===== config.mk =====
export PLATFORM = sky130hd
export DESIGN_NAME = alu_sequencer
export DESIGN_NICKNAME = d
export VERILOG_FILES = /design/src/rtl/lc3b_types.sv /design/src/rtl/alu_sequencer.sv
export SDC_FILE = /design/constraint.sdc
export NUM_CORES = 1
export LEC_CHECK = 0
export CORE_MARGIN = 2
export CORE_UTILIZATION = 40
export CTS_CLUSTER_DIAMETER = 150
export DETAILED_ROUTE_END_ITERATION = 16
export HOLD_SLACK_MARGIN = 0.1
export PLACE_DENSITY = 0.82
export SYNTH_ARGS = -nofsm -noshare
export SYNTH_HDL_FRONTEND = slang
export SYNTH_SLANG_ARGS = --single-unit

===== constraint.sdc =====
create_clock -name clk -period 2.8 [get_ports clk]
set_input_delay 0.28 -clock clk [delete_from_list [all_inputs] [get_ports clk]]
set_output_delay 0.28 -clock clk [all_outputs]
set_load 0.02 [all_outputs]

===== src/rtl/lc3b_types.sv =====
// lc3b_types: shared LC-3b/LC-3X word, ALU opcode and mul/div pipeline depth
package lc3b_types;

    typedef logic [15:0] lc3b_word;

    typedef enum logic [3:0] {
        alu_add,
        alu_and,
        alu_not,
        alu_pass,
        alu_sll,
        alu_srl,
        alu_sra,
        alu_sub,
        alu_or,
        alu_xor,
        alu_mul,
        alu_div
    } lc3b_aluop;

    localparam int lc3b_muldiv_latency = 3;

    function automatic logic is_multicycle(input lc3b_aluop op);
        return (op == alu_mul) || (op == alu_div);
    endfunction

endpackage


===== src/rtl/alu_sequencer.sv =====
// alu_sequencer: holds ALU operands stable for the op latency and hands the result downstream
module alu_sequencer
    import lc3b_types::*;
#(
    parameter int MULDIV_LATENCY = lc3b_muldiv_latency
) (
    input  logic      clk,
    input  logic      reset,
    input  logic      flush,
    input  logic      in_valid,
    output logic      in_ready,
    input  lc3b_aluop in_aluop,
    input  lc3b_word  in_a,
    input  lc3b_word  in_b,
    output lc3b_aluop alu_aluop,
    output lc3b_word  alu_a,
    output lc3b_word  alu_b,
    input  lc3b_word  alu_f,
    output logic      out_valid,
    input  logic      out_ready,
    output lc3b_word  out_f,
    output logic      busy
);

    localparam int CW = (MULDIV_LATENCY > 0) ? $clog2(MULDIV_LATENCY + 1) : 1;

    typedef enum logic [1:0] {IDLE, EXEC, DONE} state_t;

    state_t          r_state;
    logic [CW-1:0]   r_count;
    lc3b_aluop       r_aluop;
    lc3b_word        r_a;
    lc3b_word        r_b;
    lc3b_word        r_f;
    logic            r_out_valid;
    logic            w_accept;

    assign in_ready  = !flush && (r_state == IDLE || (r_state == DONE && out_ready));
    assign w_accept  = in_valid && in_ready;
    assign alu_aluop = r_aluop;
    assign alu_a     = r_a;
    assign alu_b     = r_b;
    assign out_f     = r_f;
    assign out_valid = r_out_valid;
    assign busy      = (r_state == EXEC);

    // Accept loads the ALU inputs; EXEC counts down the mul/div pipeline, then captures f
    always_ff @(posedge clk) begin
        if (reset || flush) begin
            r_state     <= IDLE;
            r_count     <= '0;
            r_aluop     <= alu_pass;
            r_a         <= '0;
            r_b         <= '0;
            r_f         <= '0;
            r_out_valid <= 1'b0;
        end else if (w_accept) begin
            r_state     <= EXEC;
            r_aluop     <= in_aluop;
            r_a         <= in_a;
            r_b         <= in_b;
            r_count     <= is_multicycle(in_aluop) ? CW'(MULDIV_LATENCY) : '0;
            r_out_valid <= 1'b0;
        end else if (r_state == DONE && out_ready) begin
            r_state     <= IDLE;
            r_out_valid <= 1'b0;
        end else if (r_state == EXEC) begin
            if (r_count != '0) begin
                r_count <= r_count - CW'(1);
            end else begin
                r_f         <= alu_f;
                r_out_valid <= 1'b1;
                r_state     <= DONE;
            end
        end
    end

endmodule


Fig. 1: run 1, M2 wires
(4 px per um) Cells faint in the background.
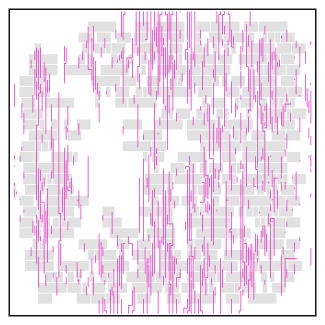
The longest straight run is 33.8 um. The layer carries 2510 um of wire.
via count: 2044
met2 usage: 31.9%
Routed WL: 5.25 mm

Fig. 2: run 1, ports around the boundary
(6 px per um) Pins as bars across the die edge, other pins in grey.
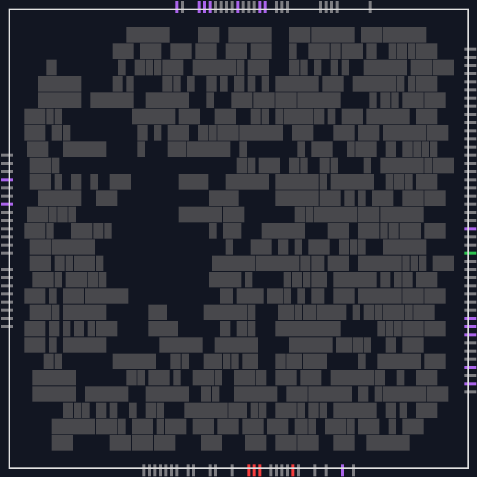
Purple marks in_a, pins 16, direction input, edge 7 top, 6 right, 2 left, 1 bottom. Green marks out_valid, pins 1, direction output, edge right. Red marks in_aluop, pins 4, direction input, edge bottom.
All pins by edge: 43 right, 25 bottom, 23 top, 21 left.
I/O Buffers: 111
die height: 76.2 um
Die W: 76.2 um

==> run summary, run 1 <==
impl run done, here's what came out: Tmin final=2.17 ns, Seq pwr share=52.3%, Post-CTS Hold Fix Bufs=0, Req. time, crit path=2.52 ns, Primary FF master, synth=dfxtp_1, hold_sp=alu_b[7]$_SDFFE_PP0P_, ANT nets after route=0, Power Sequential=820 uW, remaining global-route overflow=0, adder share=0.600%, Seq area share=33.8%, Worst-Skew Late Latency=0.31 ns, Hold Crit Class=reg2reg, status=finished, final reports clean, signal buffers share of area=34.0%, Area-dominant class=buffers, Levels on crit path=4, Top cells excl fill/tap=clkdlybuf4s50_1, nand2_1, dfxtp_1, RSZ-0062 raised after global routing=false, wl on met1=2.28 mm, Top cell excl fill/tap=clkdlybuf4s50_1, ys cells=259, share of cells above drive strength 1=4.95%, Complex Gates by Area=15.0%, sequential cell area=0.00112 mm^2, reg2reg start=r_state[0]$_SDFFE_PP0P_, Max Cap Viol=0, CP max stage cell=clkdlybuf4s50_1, kind of critical path=in2out, largest net degree at the start of global routing=55, Final GP Congestion=0.707, P_clk=535 uW, IO Pins=112, post-synth tally of flip-flops with integrated enable=0, YS chip area=0.00209 mm^2, Peak VDD IR=0.276 mV, worst r2r path cells=4, Most Frequent Cell on Critical Path=clkdlybuf4s50_1, Flops after synth=56, top sig layer=met4, layer with the highest usage=met2, CTS tree=done, nature of the critical path endpoint=primary output, DRC Markers=0, Post-synth seq share=53.7%, multiplexer share of the synthesized area=0%, Diodes inserted=0, combinational power share=13.5%, multi-input gates=183, Yosys cell types=26, clk tree area frac=3.51%, drt first pass iters=4, post-DP HPWL=3.65 mm, worst slew pin tran=1.03 ns, xor+xnor area frac=0%, clock skew=0.00928 ns, Layout area overhead=58.9%, Clk pwr share=34.1%, Simple-Gate Area Share=25.1%, CP Launch Type=input port, met1 Usage GRT=22.2%, vias in the first global route=1857, Synth async-reset ratio=0%, CP Capture Point=in_ready
Fig. 3: run 1, placed standard cells
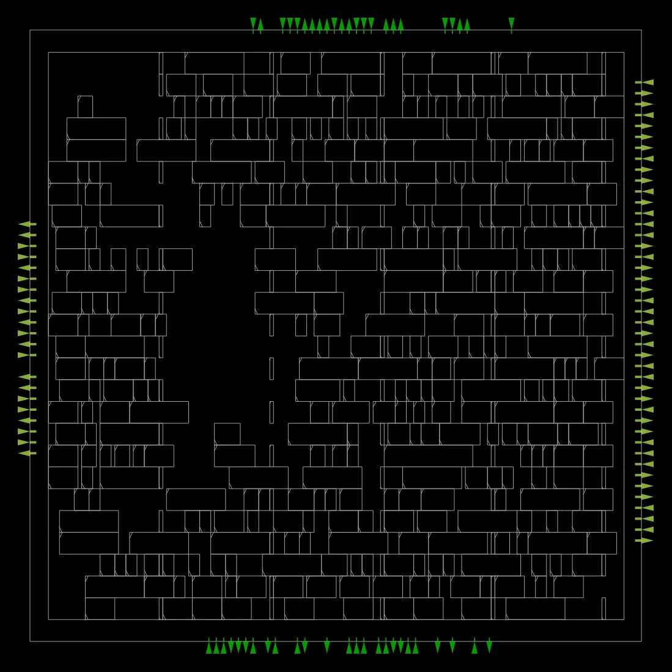
Cell Rows: 26
filler cell count: 468
Final Util: 65.3%
# Taps: 70

## run 1: synth_stat cells, types with 2 or more instances
| master | instances |
|---|---|
| or2_2 | 2 |
| dfxtp_1 | 56 |
| buf_8 | 3 |
| a21oi_1 | 51 |
| inv_1 | 4 |
| clkbuf_1 | 6 |
| nand2_1 | 107 |
| buf_2 | 6 |
| nand3_1 | 2 |
| nand2b_1 | 2 |
| o21ai_0 | 2 |
| nor2_1 | 3 |
| a21oi_2 | 2 |
## run 1: per-stage QoR
step                      hold WS (ns)  std cells  setup slack [ns]  area [um^2]
after global placement           0.441        426             0.657         3200
final                            0.457        434             0.629         3320
after detailed placement         0.446        426             0.653         3200
after CTS                        0.460        434             0.639         3320
after global routing             0.479        434             0.616         3320
after floorplan                  0.387        259              1.35         2090
Fig. 4: run 1, metal layers overlaid
(4 px per um) Only two layers are drawn.
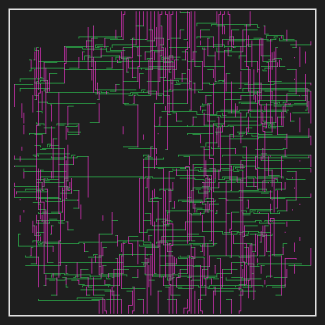

--- run 2 (diff from run 1) ---
--- a/config.mk
+++ b/config.mk
@@ -6,11 +6,11 @@
 export NUM_CORES = 1
 export LEC_CHECK = 0
 export CORE_MARGIN = 2
-export CORE_UTILIZATION = 40
+export CORE_UTILIZATION = 35
 export CTS_CLUSTER_DIAMETER = 150
 export DETAILED_ROUTE_END_ITERATION = 16
 export HOLD_SLACK_MARGIN = 0.1
-export PLACE_DENSITY = 0.82
+export PLACE_DENSITY = 0.76
 export SYNTH_ARGS = -nofsm -noshare
 export SYNTH_HDL_FRONTEND = slang
 export SYNTH_SLANG_ARGS = --single-unit
==> constraint.sdc (replaced) <==
create_clock -name clk -period 1.85 [get_ports clk]
set_input_delay 0.185 -clock clk [delete_from_list [all_inputs] [get_ports clk]]
set_output_delay 0.185 -clock clk [all_outputs]
set_load 0.02 [all_outputs]
Fig. 5: run 2, metal layers overlaid
(4 px per um) Only two layers are drawn.
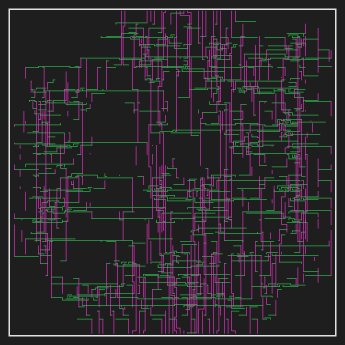
Magenta marks metal 2, wire length 2560 um. Green marks metal 1, wire length 2220 um.
Routed WL: 5.38 mm
Total GRT Usage: 15.9%
DR WL/cell: 12.1 um

==> run 2 against run 1 <==
  * Area after synthesis is the same
  * Clock power rose by 46%
  * Sequential share of layout area shrank 0.63 points
  * Clock-buffer cell count unchanged
  * Hold slack worse by 0.037 ns
  * Setup slack worse by 0.37 ns
  * Final area rose by 1.9%
  * Synthesized cell count unchanged
  * Sequential power increased by 51%
  * Core utilization down 7.6 points
  * Combinational power increased by 58%
  * First-iteration DRC count decreased by 30%
  * Largest cell class unchanged
  * Highest routed layer unchanged
==> run summary, run 2 <==
impl run done, here's what came out: fp util=35.7%, kind of critical path=reg2out, Top power group=registers, hold path depth=3, Post-Syn Nets=317, Post-CTS Hold Fix Bufs=0, worst r2r path cells=6, vias in the first global route=1812, Primary FF master, synth=dfxtp_1, logic area=852 um^2, CTS tree=done, Flops after synth=56, main area contributors after synthesis=dfxtp_1, nand2_1, a21oi_1, buf_8, buf_2, CP Launch Type=flop, met1 Usage GRT=16.9%, Diodes inserted=0, multiplexer share of the synthesized area=0%, hold_sp=in_b[10], total power per unit cell area=698 mW/mm^2, Pins Over Slew Limit=0, WHS Endpoint=alu_b[10]$_SDFFE_PP0P_, worst slew pin tran=0.608 ns, wl on met1=2.22 mm, sw frac=23.0%, Design Power=2360 uW, Clk pwr share=33.2%, Die Area=0.00660 mm^2, Layout area overhead=61.9%, remaining global-route overflow=0, RSZ-0062 raised after global routing=false, YS chip area=0.00209 mm^2, share of cells above drive strength 1=6.76%, # clock sinks=56, initial antenna violation count=0, filler cell count=525, Hold Fails Final Rpt=0, post-placement cell count=437, Synth async-reset ratio=0%, Final Cycle Share=86.1%, Netlist Area Pre-Place=0.00209 mm^2, Tmin final=1.59 ns, Complex Gates by Area=15.0%, Simple-Gate Area Share=25.1%, reg-to-reg endpoint=out_f[13]$_SDFFE_PP0P_, area of the core=0.00585 mm^2, Levels on crit path=1, status=finished, final reports clean, Final Util=57.7%, Req. time, crit path=1.66 ns, worst hold slack=0.420 ns, Max Freq=628 MHz, WP data arrival=1.41 ns, Max Cap Viol=0, TNS Setup=0 ns, sequential cell area=0.00112 mm^2, first-pass GRT wire length=8.09 mm, Power Sequential=1240 uW, combinational power share=14.2%, layer with the highest usage=met2, delay-heaviest family, CP=buffers and inverters, WL met3=531 um, reg2reg start=r_count[0]$_SDFFE_PP0P_, Final GP Congestion=0.770, Hold Crit Class=in2reg, top sig layer=met4, final setup fails=0, Final #Nets=427, Worst-Skew Late Latency=0.30 ns, Yosys cell types=26, Seq pwr share=52.6%, Synth top area share=53.7%, Peak VDD IR=0.380 mV, synth cell count leaders=nand2_1, dfxtp_1, a21oi_1, buf_2, clkbuf_1, Cell Rows=28, post-synth tally of flip-flops with integrated enable=0, adder share=0.600%, clk buf depth=2, critical path's largest stage delay=0.66 ns, Buf/Inv on CP=1, Post-synth seq share=53.7%, Synth Warn #=0, setup slack after layout=0.258 ns, vias per inst=4.63, xor+xnor area frac=0%, clock skew=0.00525 ns, IO Pins=112, syn_area_per_cell=8.06 um^2, FF-to-FF setup slack=0.38 ns, DRC Markers=0, met3 GRT Util=6.56%, Top cell excl fill/tap=clkdlybuf4s50_1, post-route design area=0.00338 mm^2, CP max stage cell=clkdlybuf4s50_1, Tool Warnings=26, I/O Buffers=111, clock root cell=clkbuf_8, Synth top cell by count=nand2_1, die height=81.2 um, P_clk=782 uW, ANT nets after route=0, nature of the critical path endpoint=primary output, post-DP HPWL=4.01 mm, worst-path fanout max=7, launch point of the worst path=out_valid$_SDFFE_PP0P_, Top cells excl fill/tap=clkdlybuf4s50_1, nand2_1, dfxtp_1, CTS clk-pin slew, worst paths=0.09 ns, CTS H-tree depth=2, largest net degree at the start of global routing=27, CP Capture Point=out_valid, Place WS=0.0203 ns, DRT iter0 DRCs=59, drt first pass iters=4, post-synthesis cell count=259, Routed met2 length=2.56 mm, dpl cell area=0.00326 mm^2, Die W=81.2 um, comb pwr=336 uW, ys cells=259, non-filler cells in the finished layout=445
Fig. 6: run 2, M2 wires
(4 px per um) Cells faint in the background.
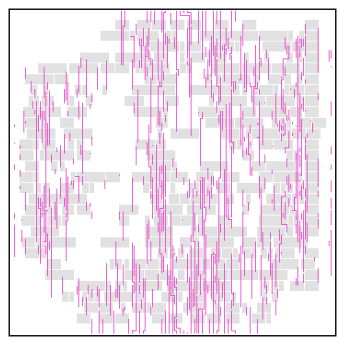
The layer carries 2560 um of wire. The wires run mostly vertical. 355 nets have wire on it.
met2 usage: 28.5%
via count: 2060

run 2: cell counts after synthesis:
No cell type changed its count.
run 2: kinds of logic (layout without fill, tap and decap cells):
kind of cell | after synthesis | count (layout)
simple gates | 124 | 124
compound gates | 58 | 58
flops | 56 | 56
buf+inv | 20 | 131
fa+ha+maj | 1 | 1
run 2: cell type report:
type,count,share of cell area [%]
timing repair buffer,119,35.1
sequential,56,33.2
multi-input combinational,183,25.2
tap,75,2.78
clock buffer,5,2.04
clock inverter,3,1.26
inverter,4,0.444
run 2: what timing repair did:
action	in CTS	in global routing
buffers inserted	0	0
endpoints found under the setup margin	1	17
gates resized	1	2
Power is estimated from default activity; no workload was simulated.
